===== src/rtl/retire_trace_unit_pkg.sv =====
// Shared types and defaults for the retirement trace unit.
package riscv_trace_pkg;

  localparam int DEPTH_DEFAULT = 8;
  localparam int SEQ_W_DEFAULT = 16;

  // Lifecycle of the trace stream: capture, flush after halt, finished.
  typedef enum logic [1:0] {
    RUN   = 2'd0,
    DRAIN = 2'd1,
    DONE  = 2'd2
  } state_t;

  // Architectural effects of one retired instruction.
  typedef struct packed {
    logic [31:0] pc;
    logic [31:0] instr;
    logic        rd_we;
    logic [4:0]  rd;
    logic [31:0] rd_data;
    logic        mem_we;
    logic [31:0] mem_addr;
    logic [31:0] mem_data;
  } trace_pkt_t;

endpackage


===== src/rtl/retire_trace_unit_if.sv =====
// Trace packet stream between the retire trace unit and its consumer.
interface retire_trace_unit_if #(
  parameter int SEQ_W = riscv_trace_pkg::SEQ_W_DEFAULT
);
  logic             tr_valid;
  logic             tr_ready;
  logic [SEQ_W-1:0] tr_seq;
  logic [31:0]      tr_pc;
  logic [31:0]      tr_instr;
  logic             tr_rd_we;
  logic [4:0]       tr_rd;
  logic [31:0]      tr_rd_data;
  logic             tr_mem_we;
  logic [31:0]      tr_mem_addr;
  logic [31:0]      tr_mem_data;

  // Producer side: the trace unit.
  modport master (
    output tr_valid, tr_seq, tr_pc, tr_instr, tr_rd_we, tr_rd, tr_rd_data,
           tr_mem_we, tr_mem_addr, tr_mem_data,
    input  tr_ready
  );

  // Consumer side: whatever collects the trace.
  modport slave (
    input  tr_valid, tr_seq, tr_pc, tr_instr, tr_rd_we, tr_rd, tr_rd_data,
           tr_mem_we, tr_mem_addr, tr_mem_data,
    output tr_ready
  );
endinterface


===== src/rtl/retire_trace_unit_fifo.sv =====
// Circular trace buffer; the caller guarantees no push when full without a pop.
module trace_fifo
  import riscv_trace_pkg::*;
#(
  parameter int  DEPTH  = DEPTH_DEFAULT,
  parameter type elem_t = trace_pkt_t
) (
  input  logic                     clk,
  input  logic                     rst,
  input  logic                     push,
  input  logic                     pop,
  input  elem_t                    din,
  output elem_t                    dout,
  output logic                     full,
  output logic                     empty,
  output logic [$clog2(DEPTH):0]   count
);
  localparam int AW = $clog2(DEPTH);

  elem_t         mem [DEPTH];
  logic [AW-1:0] wr_ptr;
  logic [AW-1:0] rd_ptr;

  // Entry storage write.
  // NOTE: the array has no reset; an empty FIFO masks its head, so stale contents never leak out.
  always_ff @(posedge clk) begin
    if (push) mem[wr_ptr] <= din;
  end

  // Pointer and occupancy bookkeeping; pointers wrap naturally at DEPTH.
  // NOTE: state is updated with non-blocking assignments so every flop samples pre-edge values.
  always_ff @(posedge clk or negedge rst) begin
    if (!rst) begin
      wr_ptr <= '0;
      rd_ptr <= '0;
      count  <= '0;
    end else begin
      if (push) wr_ptr <= wr_ptr + AW'(1);
      if (pop)  rd_ptr <= rd_ptr + AW'(1);
      count <= count + (AW+1)'(push) - (AW+1)'(pop);
    end
  end

  assign empty = (count == '0);
  assign full  = (count == (AW+1)'(DEPTH));
  assign dout  = empty ? '0 : mem[rd_ptr];

endmodule


===== src/rtl/retire_trace_unit.sv =====
// Captures retired instructions into an ordered, sequence-numbered trace stream.
module retire_trace_unit
  import riscv_trace_pkg::*;
#(
  parameter int DEPTH = DEPTH_DEFAULT,
  parameter int SEQ_W = SEQ_W_DEFAULT
) (
  input  logic                        clk,
  input  logic                        rst,
  input  logic                        wb_valid,
  input  logic [31:0]                 wb_pc,
  input  logic [31:0]                 wb_instr,
  input  logic                        wb_rd_we,
  input  logic [4:0]                  wb_rd,
  input  logic [31:0]                 wb_rd_data,
  input  logic                        wb_mem_we,
  input  logic [31:0]                 wb_mem_addr,
  input  logic [31:0]                 wb_mem_wdata,
  input  logic                        halt_in,
  output logic                        stall_req,
  retire_trace_unit_if.master         tr,
  output logic                        overflow,
  output logic [7:0]                  drop_cnt,
  output logic                        done
);
  localparam int AW = $clog2(DEPTH);
  // Two entries of slack cover the pipeline's reaction delay to stall_req.
  localparam logic [AW:0] STALL_LEVEL = (AW+1)'(DEPTH - 2);

  typedef struct packed {
    logic [SEQ_W-1:0] seq;
    trace_pkt_t       body;
  } entry_t;

  state_t           state;
  state_t           state_next;
  logic             capture_en;
  logic             stream_en;
  logic             push;
  logic             pop;
  logic             drop;
  logic             full;
  logic             empty;
  logic [AW:0]      count;
  logic [AW:0]      count_next;
  logic [SEQ_W-1:0] seq;
  entry_t           din;
  entry_t           dout;

  // State register.
  always_ff @(posedge clk or negedge rst) begin
    if (!rst) state <= RUN;
    else      state <= state_next;
  end

  // Halt starts the flush; the flush ends once the buffer is empty after an edge.
  always_comb begin
    state_next = state;
    unique case (state)
      RUN:     if (halt_in) state_next = (count_next == '0) ? DONE : DRAIN;
      DRAIN:   if (count_next == '0) state_next = DONE;
      DONE:    state_next = DONE;
      default: state_next = RUN;
    endcase
  end

  // Per-state enables for capture, streaming and completion.
  always_comb begin
    // NOTE: every output gets a default first so no path through the case infers a latch.
    capture_en = 1'b0;
    stream_en  = 1'b0;
    done       = 1'b0;
    unique case (state)
      RUN: begin
        capture_en = 1'b1;
        stream_en  = 1'b1;
      end
      DRAIN:   stream_en = 1'b1;
      DONE:    done      = 1'b1;
      default: ;
    endcase
  end

  // A full buffer still accepts a retirement if the head leaves on the same edge.
  assign pop        = tr.tr_valid && tr.tr_ready;
  assign push       = capture_en && wb_valid && (!full || pop);
  assign drop       = capture_en && wb_valid && !push;
  assign count_next = count + (AW+1)'(push) - (AW+1)'(pop);

  assign din = '{
    seq:  seq,
    body: '{
      pc:       wb_pc,
      instr:    wb_instr,
      rd_we:    wb_rd_we && (wb_rd != 5'd0),
      rd:       wb_rd,
      rd_data:  wb_rd_data,
      mem_we:   wb_mem_we,
      mem_addr: wb_mem_addr,
      mem_data: wb_mem_wdata
    }
  };

  trace_fifo #(
    .DEPTH  (DEPTH),
    .elem_t (entry_t)
  ) u_fifo (
    .clk   (clk),
    .rst   (rst),
    .push  (push),
    .pop   (pop),
    .din   (din),
    .dout  (dout),
    .full  (full),
    .empty (empty),
    .count (count)
  );

  // Sequence numbering, drop accounting and registered backpressure.
  always_ff @(posedge clk or negedge rst) begin
    if (!rst) begin
      seq       <= '0;
      overflow  <= 1'b0;
      drop_cnt  <= '0;
      stall_req <= 1'b0;
    end else begin
      if (push) seq <= seq + SEQ_W'(1);
      if (drop) begin
        overflow <= 1'b1;
        if (drop_cnt != 8'hFF) drop_cnt <= drop_cnt + 8'd1;
      end
      stall_req <= (state_next != DONE) && (count_next >= STALL_LEVEL);
    end
  end

  assign tr.tr_valid    = stream_en && !empty;
  assign tr.tr_seq      = dout.seq;
  assign tr.tr_pc       = dout.body.pc;
  assign tr.tr_instr    = dout.body.instr;
  assign tr.tr_rd_we    = dout.body.rd_we;
  assign tr.tr_rd       = dout.body.rd;
  assign tr.tr_rd_data  = dout.body.rd_data;
  assign tr.tr_mem_we   = dout.body.mem_we;
  assign tr.tr_mem_addr = dout.body.mem_addr;
  assign tr.tr_mem_data = dout.body.mem_data;

endmodule

===== src/flat_wrapper.sv =====
// flat-port wrapper written by rule: the top's interface ports become plain ports
module retire_trace_unit_flat import riscv_trace_pkg::*;
#(
  parameter int DEPTH = DEPTH_DEFAULT,
  parameter int SEQ_W = SEQ_W_DEFAULT
)
  (clk, rst, wb_valid, wb_pc, wb_instr, wb_rd_we, wb_rd, wb_rd_data, wb_mem_we, wb_mem_addr, wb_mem_wdata, halt_in, stall_req, overflow, drop_cnt, done, tr_tr_valid, tr_tr_seq, tr_tr_pc, tr_tr_instr, tr_tr_rd_we, tr_tr_rd, tr_tr_rd_data, tr_tr_mem_we, tr_tr_mem_addr, tr_tr_mem_data, tr_tr_ready);
  retire_trace_unit_if #(.SEQ_W(SEQ_W)) tr_i ();
  input  logic clk;
  input  logic rst;
  input  logic wb_valid;
  input  logic [31:0] wb_pc;
  input  logic [31:0] wb_instr;
  input  logic wb_rd_we;
  input  logic [4:0] wb_rd;
  input  logic [31:0] wb_rd_data;
  input  logic wb_mem_we;
  input  logic [31:0] wb_mem_addr;
  input  logic [31:0] wb_mem_wdata;
  input  logic halt_in;
  output logic stall_req;
  output logic overflow;
  output logic [7:0] drop_cnt;
  output logic done;
  output wire logic [$bits(tr_i.tr_valid)-1:0] tr_tr_valid;
  output wire logic [$bits(tr_i.tr_seq)-1:0] tr_tr_seq;
  output wire logic [$bits(tr_i.tr_pc)-1:0] tr_tr_pc;
  output wire logic [$bits(tr_i.tr_instr)-1:0] tr_tr_instr;
  output wire logic [$bits(tr_i.tr_rd_we)-1:0] tr_tr_rd_we;
  output wire logic [$bits(tr_i.tr_rd)-1:0] tr_tr_rd;
  output wire logic [$bits(tr_i.tr_rd_data)-1:0] tr_tr_rd_data;
  output wire logic [$bits(tr_i.tr_mem_we)-1:0] tr_tr_mem_we;
  output wire logic [$bits(tr_i.tr_mem_addr)-1:0] tr_tr_mem_addr;
  output wire logic [$bits(tr_i.tr_mem_data)-1:0] tr_tr_mem_data;
  input wire logic [$bits(tr_i.tr_ready)-1:0] tr_tr_ready;
  assign tr_tr_valid = tr_i.tr_valid;
  assign tr_tr_seq = tr_i.tr_seq;
  assign tr_tr_pc = tr_i.tr_pc;
  assign tr_tr_instr = tr_i.tr_instr;
  assign tr_tr_rd_we = tr_i.tr_rd_we;
  assign tr_tr_rd = tr_i.tr_rd;
  assign tr_tr_rd_data = tr_i.tr_rd_data;
  assign tr_tr_mem_we = tr_i.tr_mem_we;
  assign tr_tr_mem_addr = tr_i.tr_mem_addr;
  assign tr_tr_mem_data = tr_i.tr_mem_data;
  assign tr_i.tr_ready = tr_tr_ready;
  retire_trace_unit #(.DEPTH(DEPTH), .SEQ_W(SEQ_W)) u_core (.clk(clk), .rst(rst), .wb_valid(wb_valid), .wb_pc(wb_pc), .wb_instr(wb_instr), .wb_rd_we(wb_rd_we), .wb_rd(wb_rd), .wb_rd_data(wb_rd_data), .wb_mem_we(wb_mem_we), .wb_mem_addr(wb_mem_addr), .wb_mem_wdata(wb_mem_wdata), .halt_in(halt_in), .stall_req(stall_req), .tr(tr_i), .overflow(overflow), .drop_cnt(drop_cnt), .done(done));
endmodule

===== config.mk =====
export PLATFORM = sky130hd
export DESIGN_NAME = retire_trace_unit_flat
export DESIGN_NICKNAME = d
export VERILOG_FILES = /design/src/rtl/retire_trace_unit_pkg.sv /design/src/rtl/retire_trace_unit_if.sv /design/src/rtl/retire_trace_unit_fifo.sv /design/src/rtl/retire_trace_unit.sv /design/src/flat_wrapper.sv
export SDC_FILE = /design/constraint.sdc
export NUM_CORES = 1
export LEC_CHECK = 0
export CELL_PAD_IN_SITES_DETAIL_PLACEMENT = 0
export CELL_PAD_IN_SITES_GLOBAL_PLACEMENT = 1
export CORE_MARGIN = 4
export CORE_UTILIZATION = 40
export DETAILED_ROUTE_END_ITERATION = 8
export PLACE_DENSITY_LB_ADDON = 0.1
export SKIP_LAST_GASP = 1
export SLEW_MARGIN = 20
export SYNTH_ARGS = -nofsm -noshare
export SYNTH_HDL_FRONTEND = slang
export SYNTH_SLANG_ARGS = --single-unit

===== constraint.sdc =====
create_clock -name clk -period 21.3 [get_ports clk]
set_input_delay 4.26 -clock clk [delete_from_list [all_inputs] [get_ports clk]]
set_output_delay 4.26 -clock clk [all_outputs]
set_load 0.01 [all_outputs]

==> images/clock_wires.png <==
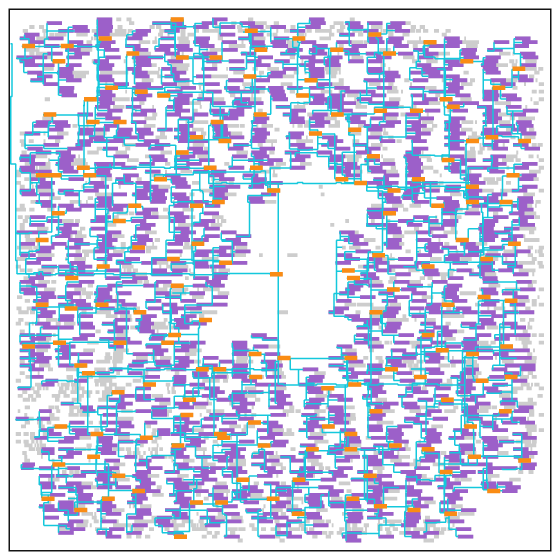
[flip-flops] purple | count: 1502
[clock wires] cyan | length: 17600 µm
[clock-net drivers] orange | count: 162
routed clock nets: 163
flops lie: widely spread

==> images/class_map.png <==
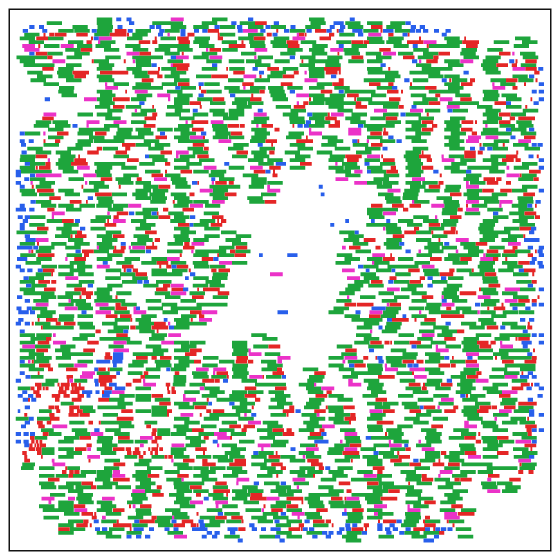
| class | colour | cells | share of their area |
|---|---|---|---|
| remaining logic cells | red | 866 | 18% |
| registers | green | 1502 | 68% |
| remaining buffers and delay cells | blue | 416 | 6.4% |
| clock drivers and dummy loads | magenta | 286 | 7.6% |
core area: 142000 µm²
Rows: 138
Util after Layout: 48.2%
Seq/total area: 65.8%
Final Cell Area: 68300 µm²

==> images/ff_map.png <==
The bar under the picture is 100 µm long. Other sequential cells in the stronger grey, the rest of the logic in the fainter grey.
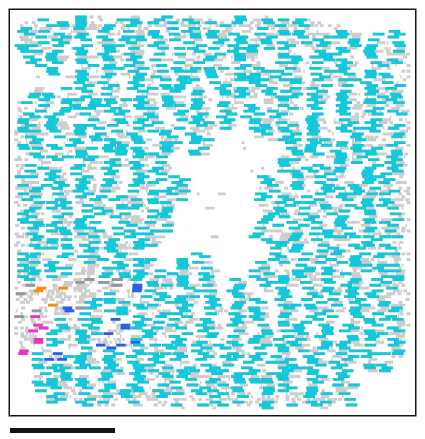
| netlist name | colour | placed flops |
|---|---|---|
| u_core.drop_cnt | magenta | 8 |
| u_core.u_fifo.mem | cyan | 1464 |
| u_core.seq | blue | 16 |
| u_core.u_fifo.count | orange | 4 |
not coloured: 10

==> power groups by stage <==
stage / sequential, µW / clock [µW] / combinational (µW)
2_1_floorplan: 3590 / 0 / 1710
3_3_place_gp: 3590 / 0 / 2900
3_5_place_dp: 3600 / 0 / 2900
4_1_cts: 3540 / 2730 / 2920
5_1_grt: 3560 / 2860 / 3060
6_report: 3540 / 2650 / 2830
==> layer usage <==
layer	vias to the layer above	share of wire [%]	routed length, µm	global-route usage, %
met5	-	0.12	161	0
met4	24	1.9	2570	4.75
met3	198	6.2	8400	4.86
met2	627	49	66200	29.8
met1	14200	43	57500	24.1
li1	11300	-	-	-
==> registers in the layout, indices dropped and copies added, names as in the netlist <==
signal	flops
u_core.u_fifo.mem	1464
u_core.seq	16
u_core.drop_cnt	8
u_core.u_fifo.count	4
u_core.u_fifo.rd_ptr	3
u_core.u_fifo.wr_ptr	3
u_core.state	2
u_core.overflow	1
u_core.stall_req	1
==> kinds of logic after synthesis <==
group | Yosys count
flops | 1502
mux | 554
simple gates | 248
buf+inv | 138
xor+xnor | 26
compound gates | 15
fa+ha+maj | 10
==> metrics by stage <==
stage               total power, µW  utilization [%]  std cells  hold WS (ns)
finish                         9020             48.2       4978         0.474
global route                   9480             48.2       4965         0.490
floorplan                      5300                -       2493         0.512
CTS                            9190             48.1       4957         0.472
global placement               6490             44.6       4671         0.455
detailed placement             6510             44.6       4671         0.458
==> changes_impl.md <==
### Implementation results

- Status: finished clean
- Post-CTS Setup Inserts: 0
- Tapcells inserted: roughly 1900
- Number of port buffers: roughly 370
- Count of tool warnings: approximately 50
- Number of antenna diodes: 18
- Synthesis Warnings: 0
- Clk network pwr share: 29.4%
- Total CTS buffers: ~160
- Psw: about 2600 µW
- Worst slew pin tran: ~1.1 ns
- Post-synth EDFFs: 1464
- Cts repair resizes: 0
- Syn-to-layout area delta: 19.4%
- Post-synth seq share: 78.5%
- Max Fanout on Critical Path: 44
- Synth area leaders: edfxtp_1, mux4_2, mux2i_1
- Vias/cell: 5.30
- Worst reg2reg endpoint: u_core.u_fifo.mem[6][117]
- DRC errors left: 0
- Post-Synth XOR/XNOR Area: 0.398%
- Clock tree buffer depth: 3
- RSZ-0062 raised after global routing: false
- First-pass GRT wire length: roughly 200000 µm
- Most common cell in the netlist: edfxtp_1
- Count of multi-input combinational gates: around 850
- Non-clock inverters: 13
- Cell taking the most area after synthesis: edfxtp_1
- Initial antenna violation count: 32
- Post-layout period usage: 46.2%
- Flop count: 1502
Power and IR drop assume default switching activity.
